[src/rtl/sobel_pkg.sv]
// Shared types and default geometry for the Sobel pipeline blocks.
package sobel_pkg;

  typedef enum logic [2:0] {
    ST_IDLE  = 3'd0,
    ST_RUN   = 3'd1,
    ST_STALL = 3'd2,
    ST_DRAIN = 3'd3,
    ST_DONE  = 3'd4
  } seq_state_e;

  localparam int SOBEL_IMG_W        = 512;
  localparam int SOBEL_IMG_H        = 512;
  localparam int SOBEL_PIX_PER_WORD = 8;
  localparam int SOBEL_WORD_W       = 64;
  localparam int SOBEL_ADDR_W       = 20;
  localparam int SOBEL_SLOT_LEN     = 8;

  localparam int SOBEL_PH_POP   = 0;
  localparam int SOBEL_PH_SHIFT = 2;
  localparam int SOBEL_PH_HOLD  = 3;
  localparam int SOBEL_PH_MULT  = 4;
  localparam int SOBEL_PH_MAG   = 5;
  localparam int SOBEL_PH_OUT   = 6;

  // True when all six stage phases are distinct and inside the slot.
  function automatic bit phases_ok(input int p0, input int p1, input int p2,
                                   input int p3, input int p4, input int p5,
                                   input int slot_len);
    int p [6];
    bit ok;
    ok = 1'b1;
    p[0] = p0; p[1] = p1; p[2] = p2; p[3] = p3; p[4] = p4; p[5] = p5;
    for (int i = 0; i < 6; i++) begin
      if (p[i] < 0 || p[i] >= slot_len) ok = 1'b0;
      for (int j = i + 1; j < 6; j++) begin
        if (p[i] == p[j]) ok = 1'b0;
      end
    end
    return ok;
  endfunction

endpackage

[src/rtl/sobel_slot_timer.sv]
// Slot phase counter with stall freeze and a saturating completed-slot count.
module sobel_slot_timer
  import sobel_pkg::*;
#(
  parameter int SLOT_LEN = SOBEL_SLOT_LEN,
  parameter int PH_W     = 3,
  parameter int CNT_W    = 16
) (
  input  logic             clk_i,
  input  logic             reset_ni,
  input  logic             clear_i,
  input  logic             step_i,
  output logic [PH_W-1:0]  phase_o,
  output logic [CNT_W-1:0] slot_cnt_o
);

  logic [PH_W-1:0]  phase_q, phase_d;
  logic [CNT_W-1:0] cnt_q, cnt_d;
  logic             slot_end;

  assign slot_end = (phase_q == PH_W'(SLOT_LEN - 1));

  always_comb begin
    phase_d = phase_q;
    cnt_d   = cnt_q;
    if (clear_i) begin
      phase_d = '0;
      cnt_d   = '0;
    end else if (step_i) begin
      phase_d = slot_end ? '0 : phase_q + PH_W'(1);
      if (slot_end && cnt_q != '1) cnt_d = cnt_q + CNT_W'(1);
    end
  end

  always_ff @(posedge clk_i or negedge reset_ni) begin
    if (!reset_ni) begin
      phase_q <= '0;
      cnt_q   <= '0;
    end else begin
      phase_q <= phase_d;
      cnt_q   <= cnt_d;
    end
  end

  assign phase_o    = phase_q;
  assign slot_cnt_o = cnt_q;

endmodule

[src/rtl/sobel_frame_sequencer.sv]
// Frame sequencer: slot-based stage enables, SRAM1 read addressing, prefetch and frame handshake.
module sobel_frame_sequencer
  import sobel_pkg::*;
#(
  parameter int IMG_W        = SOBEL_IMG_W,
  parameter int IMG_H        = SOBEL_IMG_H,
  parameter int PIX_PER_WORD = SOBEL_PIX_PER_WORD,
  parameter int ADDR_W       = SOBEL_ADDR_W,
  parameter int SLOT_LEN     = SOBEL_SLOT_LEN,
  parameter int PH_POP       = SOBEL_PH_POP,
  parameter int PH_SHIFT     = SOBEL_PH_SHIFT,
  parameter int PH_HOLD      = SOBEL_PH_HOLD,
  parameter int PH_MULT      = SOBEL_PH_MULT,
  parameter int PH_MAG       = SOBEL_PH_MAG,
  parameter int PH_OUT       = SOBEL_PH_OUT,
  parameter int FILL_SLOTS   = 2,
  parameter int DRAIN_SLOTS  = 2,
  parameter int PREFETCH_ROW = 410,
  localparam int WPR   = IMG_W / PIX_PER_WORD,
  localparam int ROW_W = (IMG_H > 1) ? $clog2(IMG_H) : 1,
  localparam int COL_W = (WPR > 1) ? $clog2(WPR) : 1
) (
  input  logic              clk_i,
  input  logic              reset_ni,
  input  logic              start_en_i,
  input  logic              skip_rows_i,
  input  logic              out_ready_i,
  input  logic              abort_i,
  output logic              rd_en_o,
  output logic [ADDR_W-1:0] rd_addr_o,
  output logic              pop_en_o,
  output logic              shift_en_o,
  output logic              hold_en_o,
  output logic              mult_en_o,
  output logic              magdir_en_o,
  output logic              out_en_o,
  output logic              get_next_o,
  output logic              busy_o,
  output logic              frame_done_o,
  output logic [ROW_W-1:0]  row_idx_o,
  output logic [COL_W-1:0]  col_idx_o,
  output logic [2:0]        state_o
);

  localparam int PH_W  = $clog2(SLOT_LEN);
  localparam int CNT_W = 16;
  localparam int DRN_W = $clog2(DRAIN_SLOTS + 1);

  if (longint'(IMG_H) * longint'(WPR) > (longint'(1) << ADDR_W)) begin : g_addr_chk
    $fatal(1, "sobel_frame_sequencer: IMG_H*WPR exceeds the ADDR_W address space");
  end
  if (!phases_ok(PH_POP, PH_SHIFT, PH_HOLD, PH_MULT, PH_MAG, PH_OUT, SLOT_LEN)) begin : g_ph_chk
    $fatal(1, "sobel_frame_sequencer: stage phases must be distinct and below SLOT_LEN");
  end
  if (SLOT_LEN < 7 || DRAIN_SLOTS < 1 || PIX_PER_WORD * 8 > SOBEL_WORD_W ||
      IMG_W % PIX_PER_WORD != 0) begin : g_geo_chk
    $fatal(1, "sobel_frame_sequencer: illegal slot or geometry parameters");
  end

  seq_state_e        state_q, state_d, ret_q, ret_d;
  logic [ROW_W-1:0]  row_q, row_d;
  logic [COL_W-1:0]  col_q, col_d;
  logic [ADDR_W-1:0] addr_q, addr_d;
  logic [DRN_W-1:0]  drain_q, drain_d;
  logic              skip_q, skip_d, pf_done_q, pf_done_d;
  logic [PH_W-1:0]   phase;
  logic [CNT_W-1:0]  slot_cnt;
  logic              fill_done, at_pop, at_out, slot_end, in_run, stepping;
  int                row_nxt;

  assign at_pop    = (phase == PH_W'(PH_POP));
  assign at_out    = (phase == PH_W'(PH_OUT));
  assign slot_end  = (phase == PH_W'(SLOT_LEN - 1));
  assign fill_done = (slot_cnt >= CNT_W'(FILL_SLOTS));
  assign in_run    = (state_q == ST_RUN);
  assign row_nxt   = int'(row_q) + (skip_q ? 2 : 1);
  // The phase only moves while the frame stays active, so the first RUN cycle sits at phase 0.
  assign stepping  = (state_q inside {ST_RUN, ST_DRAIN, ST_STALL}) &&
                     (state_d inside {ST_RUN, ST_DRAIN});

  sobel_slot_timer #(
    .SLOT_LEN (SLOT_LEN),
    .PH_W     (PH_W),
    .CNT_W    (CNT_W)
  ) u_slot_timer (
    .clk_i      (clk_i),
    .reset_ni   (reset_ni),
    .clear_i    (state_d == ST_IDLE),
    .step_i     (stepping),
    .phase_o    (phase),
    .slot_cnt_o (slot_cnt)
  );

  always_comb begin
    state_d      = state_q;
    ret_d        = ret_q;
    row_d        = row_q;
    col_d        = col_q;
    addr_d       = addr_q;
    drain_d      = drain_q;
    skip_d       = skip_q;
    pf_done_d    = pf_done_q;
    rd_en_o      = 1'b0;
    pop_en_o     = 1'b0;
    shift_en_o   = 1'b0;
    hold_en_o    = 1'b0;
    mult_en_o    = 1'b0;
    magdir_en_o  = 1'b0;
    out_en_o     = 1'b0;
    get_next_o   = 1'b0;
    frame_done_o = 1'b0;
    unique case (state_q)
      ST_IDLE: begin
        if (start_en_i) begin
          state_d   = ST_RUN;
          skip_d    = skip_rows_i;
          pf_done_d = 1'b0;
        end
      end
      ST_RUN, ST_DRAIN: begin
        rd_en_o     = in_run && at_pop;
        pop_en_o    = in_run && at_pop;
        shift_en_o  = (phase == PH_W'(PH_SHIFT));
        hold_en_o   = (phase == PH_W'(PH_HOLD));
        mult_en_o   = (phase == PH_W'(PH_MULT));
        magdir_en_o = (phase == PH_W'(PH_MAG));
        out_en_o    = at_out && fill_done && out_ready_i;
        if (in_run && at_pop && !pf_done_q && int'(row_q) >= PREFETCH_ROW) begin
          get_next_o = 1'b1;
          pf_done_d  = 1'b1;
        end
        if (at_out && fill_done && !out_ready_i) begin
          state_d = ST_STALL;
          ret_d   = state_q;
        end else if (slot_end && in_run) begin
          if (col_q != COL_W'(WPR - 1)) begin
            col_d  = col_q + COL_W'(1);
            addr_d = addr_q + ADDR_W'(1);
          end else if (row_nxt >= IMG_H) begin
            state_d = ST_DRAIN;
          end else begin
            col_d  = '0;
            row_d  = ROW_W'(row_nxt);
            addr_d = ADDR_W'(row_nxt) * ADDR_W'(WPR);
          end
        end else if (slot_end) begin
          if (drain_q == DRN_W'(DRAIN_SLOTS - 1)) state_d = ST_DONE;
          else drain_d = drain_q + DRN_W'(1);
        end
      end
      ST_STALL: begin
        if (out_ready_i) begin
          out_en_o = 1'b1;
          state_d  = ret_q;
        end
      end
      ST_DONE: begin
        frame_done_o = 1'b1;
        state_d      = ST_IDLE;
      end
      default: state_d = ST_IDLE;
    endcase
    if (abort_i && state_q != ST_IDLE) begin
      state_d      = ST_IDLE;
      frame_done_o = 1'b0;
    end
    if (state_d == ST_IDLE) begin
      row_d   = '0;
      col_d   = '0;
      addr_d  = '0;
      drain_d = '0;
    end
  end

  always_ff @(posedge clk_i or negedge reset_ni) begin
    if (!reset_ni) begin
      state_q   <= ST_IDLE;
      ret_q     <= ST_IDLE;
      row_q     <= '0;
      col_q     <= '0;
      addr_q    <= '0;
      drain_q   <= '0;
      skip_q    <= 1'b0;
      pf_done_q <= 1'b0;
    end else begin
      state_q   <= state_d;
      ret_q     <= ret_d;
      row_q     <= row_d;
      col_q     <= col_d;
      addr_q    <= addr_d;
      drain_q   <= drain_d;
      skip_q    <= skip_d;
      pf_done_q <= pf_done_d;
    end
  end

  assign rd_addr_o = addr_q;
  assign row_idx_o = row_q;
  assign col_idx_o = col_q;
  assign busy_o    = (state_q != ST_IDLE);
  assign state_o   = state_q;

endmodule

[config.mk]
export PLATFORM = sky130hd
export DESIGN_NAME = sobel_frame_sequencer
export DESIGN_NICKNAME = d
export VERILOG_FILES = /design/src/rtl/sobel_pkg.sv /design/src/rtl/sobel_slot_timer.sv /design/src/rtl/sobel_frame_sequencer.sv
export SDC_FILE = /design/constraint.sdc
export NUM_CORES = 1
export LEC_CHECK = 0
export CORE_MARGIN = 2
export CORE_UTILIZATION = 48
export CTS_BUF_LIST = sky130_fd_sc_hd__clkbuf_2 sky130_fd_sc_hd__clkbuf_4 sky130_fd_sc_hd__clkbuf_8
export CTS_CLUSTER_SIZE = 12
export DETAILED_ROUTE_END_ITERATION = 8
export PLACE_DENSITY = 0.74
export SETUP_SLACK_MARGIN = 0.5
export SYNTH_ARGS = -nofsm -noshare
export SYNTH_HDL_FRONTEND = slang
export SYNTH_SLANG_ARGS = --single-unit
[constraint.sdc]
create_clock -name clk_i -period 2.85 [get_ports clk_i]
set_input_delay 0.285 -clock clk_i [delete_from_list [all_inputs] [get_ports clk_i]]
set_output_delay 0.285 -clock clk_i [all_outputs]
set_load 0.005 [all_outputs]
==> images/drive_strength.png <==
Drawn at 4 px/µm.
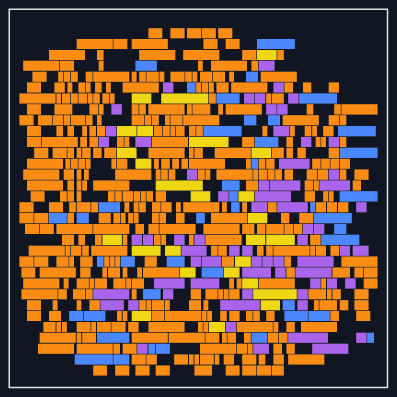
legend:
  drive 1 or less:
    color: orange
    cells: 406
    share: 75%
  drive 3 to 4:
    color: purple
    cells: 66
    share: 12%
  drive 2:
    color: blue
    cells: 42
    share: 7.8%
  drive 6 and up:
    color: yellow
    cells: 26
    share: 4.8%
area of all placed cells without fillers: 5500 µm²
worst path setup slack after routing: 388 ps

==> images/met2.png <==
Drawn at 4 px/µm.
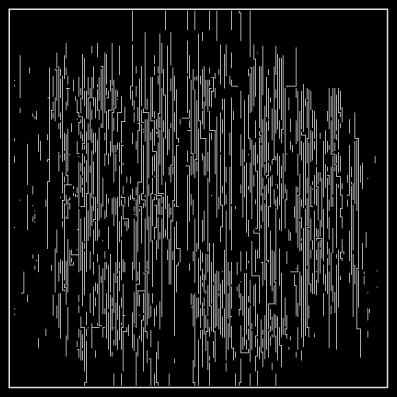
longest straight run: 37.4 µm
wire length on this layer: 5670 µm
nets with wire on the layer: 474
share of all routed wire: 49%

==> images/final_congestion.png <==
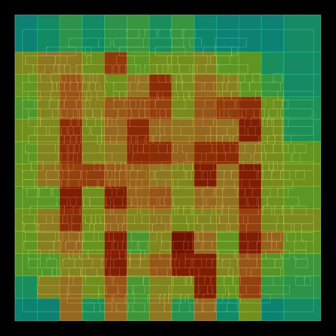
post-detailed-route wirelength per cell: 18.0 µm
GRT Max-Usage Layer: met2
met2 routing resource usage after global routing: 42.7%
grt met3 use: 4.82%

==> run notes <==
Flow results are below.

- The flow ran to the end, and the final reports show no timing, DRC or antenna violations.
- The number of DRC violations after detailed-routing iteration 0 is between 200 and 250, for reference.
- The average instance in the mapped netlist occupies around 8.9 µm².
- The top flip-flop cell by instance count after synthesis is dfrtp_1, for reference.
- The power share of the sequential group is about 42%, for reference.
- The H-tree was split into 3 levels.
- STA classifies the critical path endpoint as a register.
- The power report attributes to the combinational group a share of between 20 and 25%.
- The top-level I/O count is 54, for reference.
- The placement row count is 32, for reference.
- The commonest cells after synthesis are dfrtp_1 (64), nor2_1 (48), nand2_1 (47), a21oi_1 (30), nand3_1 (21).
- Before placement the cells fill about half of the core.
- The largest part of the power goes to registers.
- Entering global routing, the biggest net connects around 65 pins.
- Together, buffers and inverters on the worst path number 1.
- TritonCTS built the clock tree.
- The area used by multi-input combinational logic is between 2000 and 2500 µm², for reference.
- The flip-flop count of the largest register after layout is 20, for reference.
- In this run the standard cell core region covers just under 8000 µm².
- The synthesis stat section lists a flop and latch total of between 60 and 70.
- The layout report lists the combined flip-flop and latch area as 1610 µm².
- Counting distinct cell types in the post-synthesis netlist gives between 50 and 60.
- By instance count after routing, the leading logic cell types are dfrtp_1 (55), clkdlybuf4s50_1 (50), nand2_1 (47).
- During synthesis, Yosys emitted a total of 0 warnings.
- The buffer_ports step reported a buffer count of 53.
- The final antenna diode tally reported by the flow is 0.
- The data arrival time reported for the critical path is around 2700 ps.
- Of the total power, the clock network draws a little over a third.
- The area of the die is roughly 9000 µm², for reference.
- The portion of the post-synthesis area used by sequential elements is between 40% and 50%, for reference.
- Dividing total power by cell area gives a power density of 428 nW/µm².
- Counting pins that exceed their max-slew limit in the final report gives 0.
- In this run the remaining antenna-violating nets after routing total 0.
- Per the detail_route report, vias per standard cell equal 5.97.
- The via count of the first global-routing pass is ~3600, for reference.
- STA lists the startpoint of the worst register-to-register path as u_slot_timer.phase_o[0].
- The post-synthesis instance area is approximately 3900 µm², for reference.
- The critical path is of the reg2reg type.
- The worst stage delay on the critical path is 450 ps, for reference.
- The number of buffers on the longest clock path is 2, for reference.
- Traced cell by cell, the critical path runs through ha_4, ha_4, and4_4, a211o_1, a211oi_4, buf_6, nand4_1, or3_1, a21oi_2.
- The end of the worst register-to-register path is u_slot_timer.slot_cnt_o[15], for reference.
- Per the OpenROAD power report, switching power amounts to around 0.67 mW.
- The timing report gives the worst reg2reg path a setup slack of ~390 ps.
==> images/registers.png <==
Drawn at 4 px/µm.
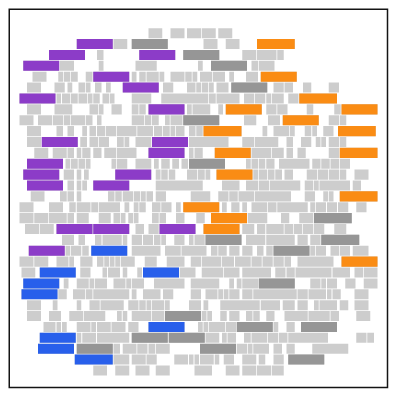
legend:
  `row_idx_o`:
    color: blue
    sequential_cells: 9
    where: bottom left
  `rd_addr_o`:
    color: purple
    sequential_cells: 20
  `u_slot_timer.slot_cnt_o`:
    color: orange
    sequential_cells: 16

==> images/zoom.png <==
Region (35, 35) to (60, 60) µm. Cells in gray, sequential cells in the stronger gray; small squares are vias.
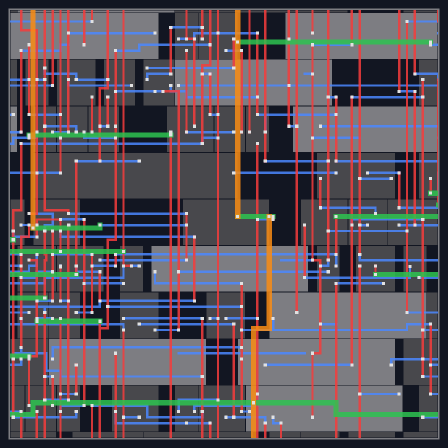
legend:
  met1:
    color: blue
  met3:
    color: green
  met2:
    color: red
  met4:
    color: orange
netlist names of flops here include: `u_slot_timer.slot_cnt_o` (5), `rd_addr_o` (2)
cells with their middle in the window: 46
most frequent: dfrtp_1 (9), nor2_1 (5)
sequential cells in the window: 9

[worst max-delay path by stage]
stage | from | end | depth (start not counted)
4_1_cts | u_slot_timer.phase_o[0] | u_slot_timer.slot_cnt_o[5] | 10
5_1_grt | u_slot_timer.phase_o[0] | u_slot_timer.slot_cnt_o[15] | 9
3_3_place_gp | row_idx_o[1] | u_slot_timer.phase_o[0] | 9
2_1_floorplan | u_slot_timer.phase_o[0] | u_slot_timer.slot_cnt_o[9] | 9
6_report | u_slot_timer.phase_o[0] | u_slot_timer.slot_cnt_o[15] | 9
3_5_place_dp | u_slot_timer.phase_o[0] | u_slot_timer.slot_cnt_o[9] | 8
[through the flow]
step	cells	setup slack [ps]	utilization, %	hold WS [ps]	total power [mW]
2_1_floorplan	440	432	-	-10.6	1.18
3_3_place_gp	587	263	59.0	447	1.34
3_5_place_dp	587	200	59.0	448	1.35
4_1_cts	633	392	67.2	159	2.29
5_1_grt	642	345	70.4	178	2.45
6_report	642	388	70.4	88.1	2.35
[kinds of logic (layout without fill, tap and decap cells)]
logic type | count (synthesis) | count (layout) | synth area share [%]
flops | 64 | 64 | 41.0
simple gates | 204 | 204 | 27.7
fa+ha+maj | 14 | 14 | 4.68
xor+xnor | 22 | 22 | 4.93
compound gates | 99 | 99 | 16.8
buf+inv | 31 | 131 | 3.27
mux | 6 | 6 | 1.60
[final cells by class]
cell class                      instances  share of cell area [%]
Multi-Input combinational cell        345                    45.1
Timing Repair Buffer                  107                    18.9
Inverter                                8                   0.546
Tap cell                              102                    2.32
Clock inverter                          3                   0.728
Clock buffer                           13                    3.03
Sequential cell                        64                    29.3
[metal layers]
layer	track usage, %	up-vias	share of wire [%]
li1	-	1788	-
met1	34.6	1852	43
met2	42.7	163	49
met3	4.82	27	6.0
met4	11.7	0	2.3
met5	0	-	0
No activity file was given, so power comes from the tool's default toggle rates.
